==> config.mk <==
export PLATFORM = sky130hd
export DESIGN_NAME = eeg_wram_rd_ctrl
export DESIGN_NICKNAME = d
export VERILOG_FILES = /design/src/rtl/eeg_pkg.sv /design/src/rtl/eeg_wram_rd_lane.sv /design/src/rtl/eeg_wram_rd_ctrl.sv
export SDC_FILE = /design/constraint.sdc
export NUM_CORES = 1
export LEC_CHECK = 0
export CORE_MARGIN = 2
export CORE_UTILIZATION = 40
export DETAILED_ROUTE_END_ITERATION = 8
export PLACE_DENSITY = 0.69
export SYNTH_ARGS = -nofsm -noshare
export SYNTH_HDL_FRONTEND = slang
export SYNTH_SLANG_ARGS = --single-unit
==> constraint.sdc <==
create_clock -name clk -period 7.1 [get_ports clk]
set_input_delay 2.13 -clock clk [delete_from_list [all_inputs] [get_ports clk]]
set_output_delay 2.13 -clock clk [all_outputs]
set_load 0.02 [all_outputs]
==> src/rtl/eeg_pkg.sv <==
// ---------------------------------------------------------------------------
// eeg_pkg
// Shared definitions for the weight-RAM read sequencer: default bank count,
// widths and outstanding-read limit, plus the one-hot read FSM encoding.
// No ports.
// ---------------------------------------------------------------------------
package eeg_pkg;

  localparam int WRAM_NUM_DW_DEF  = 4;   // number of WRAM banks
  localparam int WRAM_ADD_AW_DEF  = 13;  // bank address width
  localparam int WRAM_LEN_DW_DEF  = 13;  // beats-per-bank field width
  localparam int WRAM_OTS_MAX_DEF = 4;   // outstanding reads per bank, >= 1

  // One-hot so each output decode is a single flop bit.
  typedef enum logic [3:0] {
    RD_IDLE  = 4'b0001,
    RD_ISSUE = 4'b0010,
    RD_DRAIN = 4'b0100,
    RD_DONE  = 4'b1000
  } rd_state_e;

endpackage

==> src/rtl/eeg_wram_rd_lane.sv <==
// ---------------------------------------------------------------------------
// eeg_wram_rd_lane
// One bank's read-address generator. Holds the beat index, the running
// address accumulator, the outstanding-read counter and the sticky
// issued/done flags for the current command.
//
// Ports
//   clk, rst        clock, async active-high reset
//   start           command accept pulse (reloads all lane state)
//   en              bank enable bit of the command being accepted
//   issue, active   top FSM is in ISSUE / in ISSUE or DRAIN
//   base, strd      first address (sampled on start) and per-beat increment
//   len_m1          beats per bank minus one
//   add_vld/lst/add address stream to the bank, add_rdy from the bank
//   dat_vld/rdy/lst observed data-return handshake of the bank
//   issued_all      this lane has nothing left to issue (includes this cycle)
//   done_all        this lane has seen its last data beat (includes this cycle)
// ---------------------------------------------------------------------------
module eeg_wram_rd_lane
  import eeg_pkg::*;
#(
  parameter int ADD_AW  = WRAM_ADD_AW_DEF,
  parameter int LEN_DW  = WRAM_LEN_DW_DEF,
  parameter int OTS_MAX = WRAM_OTS_MAX_DEF
) (
  input  logic              clk,
  input  logic              rst,
  input  logic              start,
  input  logic              en,
  input  logic              issue,
  input  logic              active,
  input  logic [ADD_AW-1:0] base,
  input  logic [ADD_AW-1:0] strd,
  input  logic [LEN_DW-1:0] len_m1,
  input  logic              add_rdy,
  input  logic              dat_vld,
  input  logic              dat_rdy,
  input  logic              dat_lst,
  output logic              add_vld,
  output logic              add_lst,
  output logic [ADD_AW-1:0] add_add,
  output logic              issued_all,
  output logic              done_all
);

  localparam int OTS_W = $clog2(OTS_MAX + 1);

  logic              en_q, en_d;
  logic [LEN_DW-1:0] idx_q, idx_d;
  logic [ADD_AW-1:0] addr_q, addr_d;
  logic [OTS_W-1:0]  ots_q, ots_d;
  logic              issued_q, issued_d;
  logic              done_q, done_d;

  logic add_hs, dat_hs, dat_dec, lst_beat;

  always_comb begin
    add_vld  = issue & en_q & ~issued_q & (ots_q < OTS_W'(OTS_MAX));
    add_lst  = add_vld & (idx_q == len_m1);
    add_add  = addr_q;
    add_hs   = add_vld & add_rdy;
    dat_hs   = active & en_q & dat_vld & dat_rdy;
    dat_dec  = dat_hs & (ots_q != '0);
    lst_beat = dat_hs & dat_lst;

    // Fold in the current-cycle event so the FSM advances one cycle earlier.
    issued_all = issued_q | (add_hs & add_lst);
    done_all   = done_q | lst_beat;

    en_d     = en_q;
    idx_d    = idx_q;
    addr_d   = addr_q;
    ots_d    = ots_q;
    issued_d = issued_q;
    done_d   = done_q;

    if (start) begin
      // A disabled bank is complete from the start for both conditions.
      en_d     = en;
      idx_d    = '0;
      addr_d   = base;
      ots_d    = '0;
      issued_d = ~en;
      done_d   = ~en;
    end else begin
      if (add_hs) begin
        idx_d  = idx_q + LEN_DW'(1);
        addr_d = addr_q + strd;
        if (add_lst) issued_d = 1'b1;
      end
      case ({add_hs, dat_dec})
        2'b10:   ots_d = ots_q + OTS_W'(1);
        2'b01:   ots_d = ots_q - OTS_W'(1);
        default: ots_d = ots_q;
      endcase
      if (lst_beat) done_d = 1'b1;
    end
  end

  always_ff @(posedge clk or posedge rst) begin
    if (rst) begin
      en_q     <= 1'b0;
      idx_q    <= '0;
      addr_q   <= '0;
      ots_q    <= '0;
      issued_q <= 1'b0;
      done_q   <= 1'b0;
    end else begin
      en_q     <= en_d;
      idx_q    <= idx_d;
      addr_q   <= addr_d;
      ots_q    <= ots_d;
      issued_q <= issued_d;
      done_q   <= done_d;
    end
  end

endmodule

==> src/rtl/eeg_wram_rd_ctrl.sv <==
// ---------------------------------------------------------------------------
// eeg_wram_rd_ctrl
// Read-side sequencer for the multi-bank weight RAM. Accepts one read
// command, drives an independent address stream per enabled bank, limits
// outstanding reads per bank and pulses DONE once every enabled bank has
// returned its last data beat.
//
//   state    | meaning
//   ---------+------------------------------------------------------------
//   RD_IDLE  | waiting for a command, CMD_RDY high
//   RD_ISSUE | lanes issuing addresses
//   RD_DRAIN | all addresses issued, waiting for last data beats
//   RD_DONE  | one-cycle completion pulse
//
// Ports
//   clk, rst                       clock, async active-high reset
//   CMD_VLD/RDY/BASE/STRD/LEN/MASK read command handshake and fields
//   ADD_VLD/LST/RDY/ADD            per-bank address stream
//   DAT_VLD/RDY/LST                observed per-bank data return
//   BUSY, DONE                     status
// ---------------------------------------------------------------------------
module eeg_wram_rd_ctrl
  import eeg_pkg::*;
#(
  parameter int WRAM_NUM_DW  = WRAM_NUM_DW_DEF,
  parameter int WRAM_ADD_AW  = WRAM_ADD_AW_DEF,
  parameter int WRAM_LEN_DW  = WRAM_LEN_DW_DEF,
  parameter int WRAM_OTS_MAX = WRAM_OTS_MAX_DEF
) (
  input  logic                                    clk,
  input  logic                                    rst,
  input  logic                                    CMD_VLD,
  output logic                                    CMD_RDY,
  input  logic [WRAM_ADD_AW-1:0]                  CMD_BASE,
  input  logic [WRAM_ADD_AW-1:0]                  CMD_STRD,
  input  logic [WRAM_LEN_DW-1:0]                  CMD_LEN,
  input  logic [WRAM_NUM_DW-1:0]                  CMD_MASK,
  output logic [WRAM_NUM_DW-1:0]                  ADD_VLD,
  output logic [WRAM_NUM_DW-1:0]                  ADD_LST,
  input  logic [WRAM_NUM_DW-1:0]                  ADD_RDY,
  output logic [WRAM_NUM_DW-1:0][WRAM_ADD_AW-1:0] ADD_ADD,
  input  logic [WRAM_NUM_DW-1:0]                  DAT_VLD,
  input  logic [WRAM_NUM_DW-1:0]                  DAT_RDY,
  input  logic [WRAM_NUM_DW-1:0]                  DAT_LST,
  output logic                                    BUSY,
  output logic                                    DONE
);

  rd_state_e              state_q, state_d;
  logic [WRAM_ADD_AW-1:0] strd_q, strd_d;
  logic [WRAM_LEN_DW-1:0] len_m1_q, len_m1_d;

  logic                   accept, in_issue, in_active;
  logic [WRAM_NUM_DW-1:0] issued_all, done_all;

  assign CMD_RDY   = (state_q == RD_IDLE);
  assign BUSY      = (state_q != RD_IDLE);
  assign DONE      = (state_q == RD_DONE);
  assign accept    = CMD_VLD & CMD_RDY;
  assign in_issue  = (state_q == RD_ISSUE);
  assign in_active = (state_q == RD_ISSUE) | (state_q == RD_DRAIN);

  always_comb begin
    state_d  = state_q;
    strd_d   = strd_q;
    len_m1_d = len_m1_q;
    case (state_q)
      RD_IDLE: begin
        if (CMD_VLD) begin
          strd_d   = CMD_STRD;
          len_m1_d = CMD_LEN - WRAM_LEN_DW'(1);
          // Empty commands skip straight to the completion pulse.
          if ((CMD_LEN == '0) || (CMD_MASK == '0)) state_d = RD_DONE;
          else                                     state_d = RD_ISSUE;
        end
      end
      RD_ISSUE: if (&issued_all) state_d = RD_DRAIN;
      RD_DRAIN: if (&done_all)   state_d = RD_DONE;
      RD_DONE:  state_d = RD_IDLE;
      default:  state_d = RD_IDLE;
    endcase
  end

  always_ff @(posedge clk or posedge rst) begin
    if (rst) begin
      state_q  <= RD_IDLE;
      strd_q   <= '0;
      len_m1_q <= '0;
    end else begin
      state_q  <= state_d;
      strd_q   <= strd_d;
      len_m1_q <= len_m1_d;
    end
  end

  for (genvar b = 0; b < WRAM_NUM_DW; b++) begin : g_lane
    eeg_wram_rd_lane #(
      .ADD_AW  (WRAM_ADD_AW),
      .LEN_DW  (WRAM_LEN_DW),
      .OTS_MAX (WRAM_OTS_MAX)
    ) u_lane (
      .clk        (clk),
      .rst        (rst),
      .start      (accept),
      .en         (CMD_MASK[b]),
      .issue      (in_issue),
      .active     (in_active),
      .base       (CMD_BASE),
      .strd       (strd_q),
      .len_m1     (len_m1_q),
      .add_rdy    (ADD_RDY[b]),
      .dat_vld    (DAT_VLD[b]),
      .dat_rdy    (DAT_RDY[b]),
      .dat_lst    (DAT_LST[b]),
      .add_vld    (ADD_VLD[b]),
      .add_lst    (ADD_LST[b]),
      .add_add    (ADD_ADD[b]),
      .issued_all (issued_all[b]),
      .done_all   (done_all[b])
    );
  end

endmodule

### Signal wires on met1, run 1

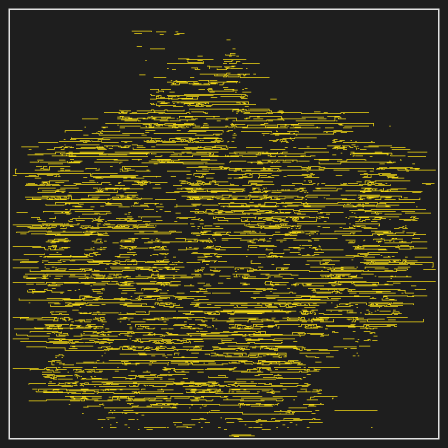
The layer carries 12300 µm of wire. The wires run mostly horizontal.

### Port wiring, run 1

The bar under the picture is 50 µm long.
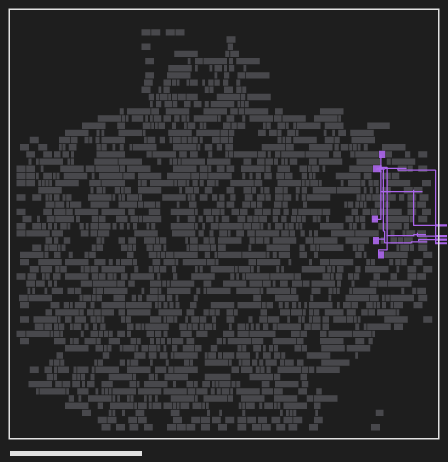
Key: purple = `CMD_MASK` [direction input, end cells 5, buffers 4, wire 242 µm]

==> deck_impl_summary.md, run 1 <==
Physical Implementation Snapshot

Floorplanning
  • Init Core Util: 0.409
  • Die Area: roughly 26000 µm²

Cells and area
  • Seq/total area: 0.328
  • Synthesis-to-layout area growth: 20.4%
  • Clk_buf instances: 22
  • End-of-flow core utilization: 0.493

Synthesis
  • Warnings, synthesis: 0
  • Max-area cell share: 0.393
  • AO/OA Area Share: 0.161
  • Post-synth top area cell: dfrtp_1
  • Post-synthesis adder-cell area fraction: 0.0823
  • Main logic family: simple AND/OR/NAND/NOR gates

Power
  • Leak pwr: 0.00505 µW
  • Psw: 2480 µW
  • Power per Cell Area: 467 nW/µm²
  • Pint: 3150 µW
  • Clk network pwr share: 0.168
  • Comb pwr share: 0.553

Setup path
  • CP Class: flop to output pin
  • Worst Path Required: 4.97 ns
  • Worst r2r src: state_q[3]
  • Setup crit end kind: output pin
  • Cells on worst reg2reg path: 9

Clock tree
  • Post-cts hold buffer count: 0
  • CTS Root Cell: clkbuf_16
  • CTS Buf Count: 17
  • Cts repair resizes: 0
  • Clock slew at reported path FFs: about 0.06 ns

Final timing
  • # setup viols final: 0
  • Fin. Hold Viols: 0
  • Relative max-transition margin: 0.234

Drt
  • Via density: 5.60

Placed design
  • Post-detail-place hpwl: 19600 µm
  • PortBufs: 124

Worst hold path
  • Hold Startpoint: g_lane[1].u_lane.en_q

Status
  • Status: finished clean

Global routing
  • Total track usage: 0.214
### Clock wires, drivers and flops, run 1

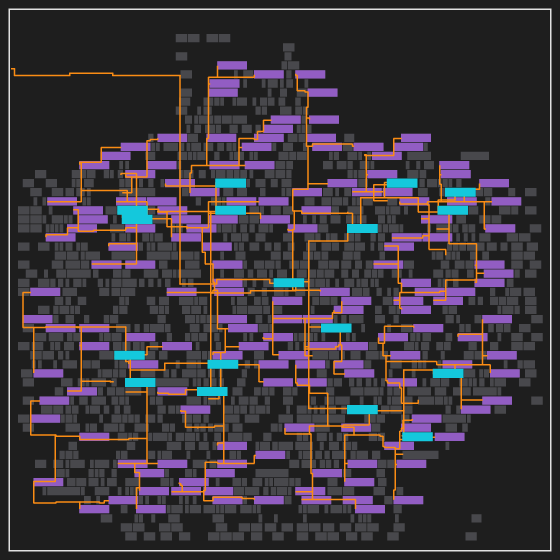
Key: cyan = clock drivers [count 17]; purple = flip-flops [count 158]; orange = clock wires [length 2190 µm]
There are 18 routed clock nets. Position of the flops: all over the die.

[run 1: layout by cell type, fill, tap and decap left out, drive strengths merged, types with 8 or more instances in the layout]
cell type / instances
nor2: 115
nor4: 11
and3: 13
dfrtp: 157
o21ai: 37
nand4: 26
a21oi: 85
mux2i: 8
nand3: 22
clkbuf: 22
and2: 11
or3: 15
a211oi: 16
a31oi: 36
a21o: 18
xor2: 42
ha: 53
nand2: 152
xnor2: 100
inv: 22
nor3b: 8
nor3: 19
or4: 9
a211o: 8
fa: 8
clkdlybuf4s50: 124
o31ai: 13
[run 1: worst max-delay path: stages (launching register included)]
cell and delay, ns:
dfrtp_1 0.46, nor4b_2 0.76, nand4_1 0.18, nor4_1 0.71
clkdlybuf4s50_1 0.74
[run 1: state kept, by name, indices dropped and copies added, names as in the netlist]
signal,cells
g_lane.u_lane.done_q,4
strd_q,13
g_lane.u_lane.issued_q,4
g_lane.u_lane.en_q,4
g_lane.u_lane.ots_q,12
len_m1_q,13
state_q,4
g_lane.u_lane.add_add,52
g_lane.u_lane.idx_q,52
[run 1: layer usage]
metal,up-vias,track usage
li1,4089,-
met1,4201,0.293
met2,272,0.341
met3,37,0.0455
met4,0,0.0684
met5,-,0
[run 1: stage by stage]
step | instances | total power [µW] | worst slack (ns) | area [µm²]
after detailed placement | 1503 | 4630 | 2.14 | 11400
final | 1535 | 5620 | 1.69 | 12000
after CTS | 1535 | 5610 | 1.68 | 12000
after floorplan | 1109 | 3740 | 0.708 | 10000
after global placement | 1503 | 4570 | 2.19 | 11400
after global routing | 1535 | 6040 | 1.45 | 12000
[run 1: power groups by stage]
stage               logic (µW)  registers, µW  clock network [µW]
detailed placement        3060           1570                   0
CTS                       3090           1570                 956
floorplan                 2180           1560                   0
finish                    3110           1570                 943
global route              3440           1610                 997
global placement          3000           1580                   0
==> run 2, diff against run 1 <==
Clock period 7.1 ns to 5.3 ns, I/O delays scaled along.
### Port wiring, run 2

The bar under the picture is 50 µm long.
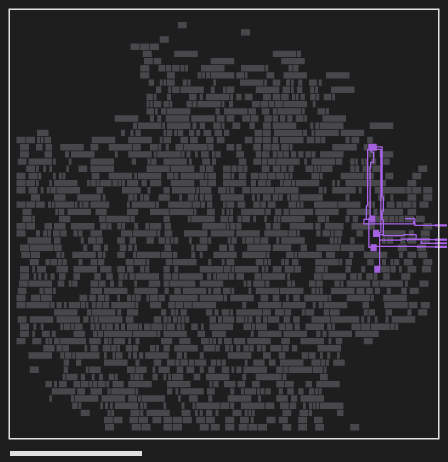
Key: purple = `CMD_MASK` [direction input, end cells 5, buffers 4, wire 280 µm]

==> deck_impl_summary.md, run 2 <==
Physical Implementation Snapshot

Cells and area
  • Layout cells sized above 1: 0.0572
  • Synthesis-to-layout area growth: 21.7%
  • Commonest Layout Cell: dfrtp_1
  • Top Layout Cells: dfrtp_1 (157), nand2_1 (151), clkdlybuf4s50_1 (124)
  • Final Instance Area: about 12000 µm²

Power
  • Comb pwr share: 0.551
  • Clk network pwr share: 0.173
  • Power per Cell Area: roughly 620 nW/µm²
  • Psw: 3320 µW
  • Power, Total: 7600 µW
  • Pint: approximately 4300 µW

Setup path
  • Cells on worst reg2reg path: 9
  • Worst Path Required: 3.71 ns
  • Worst r2r src: strd_q[0]
  • Setup crit end kind: output pin
  • CP Class: flop to output pin

Final timing
  • Fin. Hold Viols: 0
  • # setup viols final: 0
  • Relative max-transition margin: 0.365

Synthesis
  • Warnings, synthesis: 0
  • Post-synth top area cell: dfrtp_1
  • Yosys cell types: 55
  • Max-area cell share: 0.393
  • Main flop type: dfrtp_1

Clock tree
  • Post-cts hold buffer count: 0
  • Clock slew at reported path FFs: roughly 0.070 ns
  • CTS Buf Count: 17
  • CTS Root Cell: clkbuf_16
  • Cts repair resizes: 0

Worst hold path
  • Hold Crit Class: flop to flop
  • Hold Startpoint: g_lane[0].u_lane.en_q

Global routing
  • Met1 global-route usage: 0.300
  • Most heavily used metal layer in global routing: met2
  • Vias in the first global route: approximately 8600

Floorplanning
  • Std-Cell Rows: 57
  • Init Core Util: 0.409

Placed design
  • Post-detail-place hpwl: 20600 µm
  • Placed Instance Area: 11600 µm²

Drt
  • DRC viols: 0
  • Via density: around 5.6

Status
  • Status: finished clean
### Congestion heat map, run 2

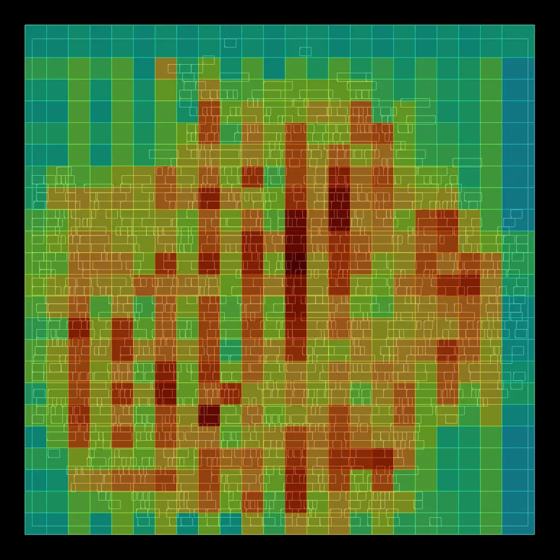
met2 Use GR: 0.347
GR Layer Usage met3: 0.0355

-- run 2: per-layer routing --
metal | routed length [µm] | part of all wire
met1 | 12900 | 0.46
met2 | 12800 | 0.46
met3 | 1590 | 0.057
met4 | 731 | 0.026
met5 | 0 | 0
-- run 2: cells by family (layout without fill, tap and decap cells) --
| logic type | count (synthesis) | after routing | share of synthesized area |
|---|---|---|---|
| AND/OR/NAND/NOR | 413 | 413 | 0.193 |
| AND-OR/OR-AND | 245 | 245 | 0.161 |
| flip-flops | 158 | 158 | 0.395 |
| XOR/XNOR | 142 | 142 | 0.124 |
| buffers and inverters | 81 | 196 | 0.0345 |
| adder cells (fa/ha/maj) | 61 | 61 | 0.0823 |
| multiplexers | 9 | 9 | 0.00913 |
-- run 2: power by group through the flow --
stage          combinational [µW]  sequential (µW)  clock [µW]
2_1_floorplan                2920             2090           0
3_3_place_gp                 4070             2090           0
3_5_place_dp                 4140             2100           0
4_1_cts                      4180             2090        1330
5_1_grt                      4620             2140        1380
6_report                     4190             2090        1320
-- run 2: final cells by class --
type / instances / area [µm²] / area share
well taps: 324 / 405 / 0.0333
flip-flops and latches: 158 / 3960 / 0.325
clock buffers: 19 / 433 / 0.0356
clock inverters: 13 / 190 / 0.0156
inverters: 21 / 82.6 / 0.00678
multi-input cells: 870 / 5710 / 0.469
repair buffers: 143 / 1400 / 0.115
-- run 2: per-stage QoR --
step | setup slack, ns | utilization
floorplan | 1.71 | -
global placement | 0.946 | 0.472
detailed placement | 0.986 | 0.472
CTS | 0.522 | 0.498
global route | 0.404 | 0.498
finish | 0.479 | 0.498
-- run 2: critical path, stage by stage (launching register included) --
cell	delay, ns
dfrtp_1	0.41
nor3b_1	0.70
nand4_1	0.16
nor4_1	0.76
clkdlybuf4s50_1	0.76
==> run 3, diff against run 2 <==
Settings changed: CORE_UTILIZATION 40 to 50, PLACE_DENSITY 0.69 to 0.81.
### Clock wires, drivers and flops, run 3

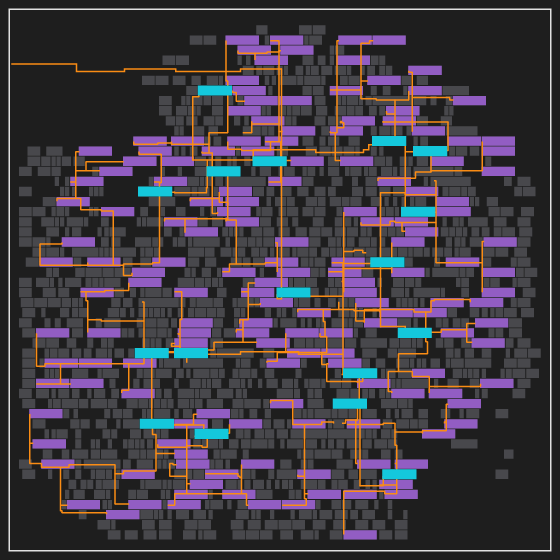
Latency at later pin: 0.44 ns
clk pwr: 1450 µW
Clk network pwr share: 0.187
Worst Clk Skew: 0.0151 ns

==> deck_impl_summary.md, run 3 <==
Physical Implementation Snapshot

Clock tree
  • Cts repair resizes: 0
  • CTS Buf Count: 17
  • CTS Root Cell: clkbuf_16

Global routing
  • Vias in the first global route: 8887

Setup path
  • Cells on worst reg2reg path: 9
  • Worst path max stage delay: 0.74 ns
  • Worst Path Required: 3.71 ns
  • Worst r2r src: strd_q[0]
  • Setup crit end kind: output pin
  • CP Class: flop to output pin

Synthesis
  • Main flop type: dfrtp_1
  • Yosys cell types: 55
  • Max-area cell share: 0.393
  • Post-synth top area cell: dfrtp_1

Worst hold path
  • Hold Crit Class: flop to flop

Cells and area
  • Final std cells w/o fill: 1482
  • Logic area: 5710 µm²
  • Layout cells sized above 1: 0.0534
  • Flop area: 3960 µm²
  • Commonest Layout Cell: dfrtp_1
  • Final Instance Area: 12100 µm²

Final timing
  • # setup viols final: 0
  • Fin. Hold Viols: 0
  • Post-route setup slack: 0.584 ns
  • Relative max-transition margin: 0.299

Power
  • Comb pwr share: 0.543
  • Power per Cell Area: approximately 640 nW/µm²
  • Psw: 3370 µW
  • Leak pwr: 0.00512 µW

Placed design
  • Cells after DPL: 1450
  • Placed Instance Area: 11500 µm²
  • Pre-CTS WS: roughly 1.2 ns

Drt
  • Via density: around 5.9

Floorplanning
  • Init Core Util: 0.512
  • Die Area: 21200 µm²
  • Std-Cell Rows: just over 50

Status
  • Status: finished clean
### Congestion heat map, run 3

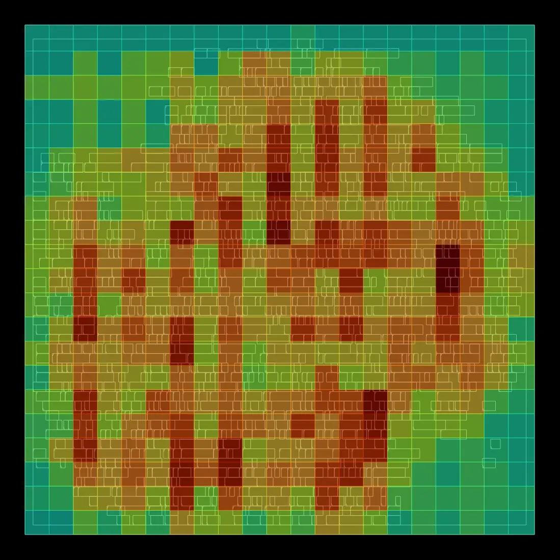
Routed WL per cell: 18.7 µm
met1 global-route usage: 0.353
met2 Use GR: 0.430

-- run 3: cell types whose count changed in the layout (fill, tap and decap cells not counted), sizes merged --
cell / delta
buf: -7
bufinv: +2
clkbuf: +1
clkinv: -3
clkinvlp: -1
inv: +1
-- run 3: per-layer routing --
metal  up-vias  track usage  part of all wire
li1       4095            -                 -
met1      4309        0.353              0.43
met2       340        0.430              0.47
met3        51       0.0467             0.067
met4         0        0.101             0.027
met5         -            0                 0
-- run 3: cell type report --
type | count | share of cell area
Sequential cell | 158 | 0.326
Clock buffer | 20 | 0.0384
Inverter | 21 | 0.00680
Multi-Input combinational cell | 870 | 0.470
Tap cell | 265 | 0.0273
Clock inverter | 12 | 0.0188
Timing Repair Buffer | 136 | 0.113
-- run 3: cell families (layout without fill, tap and decap cells) --
| family | Yosys count | after routing | share of synthesized area |
|---|---|---|---|
| adders and majority gates | 61 | 61 | 0.0823 |
| muxes | 9 | 9 | 0.00913 |
| and+or+nand+nor | 413 | 413 | 0.193 |
| AOI/OAI and AO/OA | 245 | 245 | 0.161 |
| DFF | 158 | 158 | 0.395 |
| buffers and inverters | 81 | 189 | 0.0345 |
| xor gates and xnor gates | 142 | 142 | 0.124 |
-- run 3: power by group through the flow --
stage / registers (µW) / clock network, µW / logic [µW]
CTS: 2090 / 1450 / 4200
floorplan: 2090 / 0 / 2920
detailed placement: 2100 / 0 / 4130
global placement: 2090 / 0 / 4000
global route: 2140 / 1500 / 4620
finish: 2100 / 1450 / 4220
-- run 3: worst register-to-register path, delay by kind of cell (launching register included) --
family                   cells  cell delay, ns
AND/OR/NAND/NOR              2            0.60
AND-OR/OR-AND                5            1.53
adder cells (fa/ha/maj)      2            0.69
flip-flops                   1            0.46
Power and IR drop assume default switching activity.
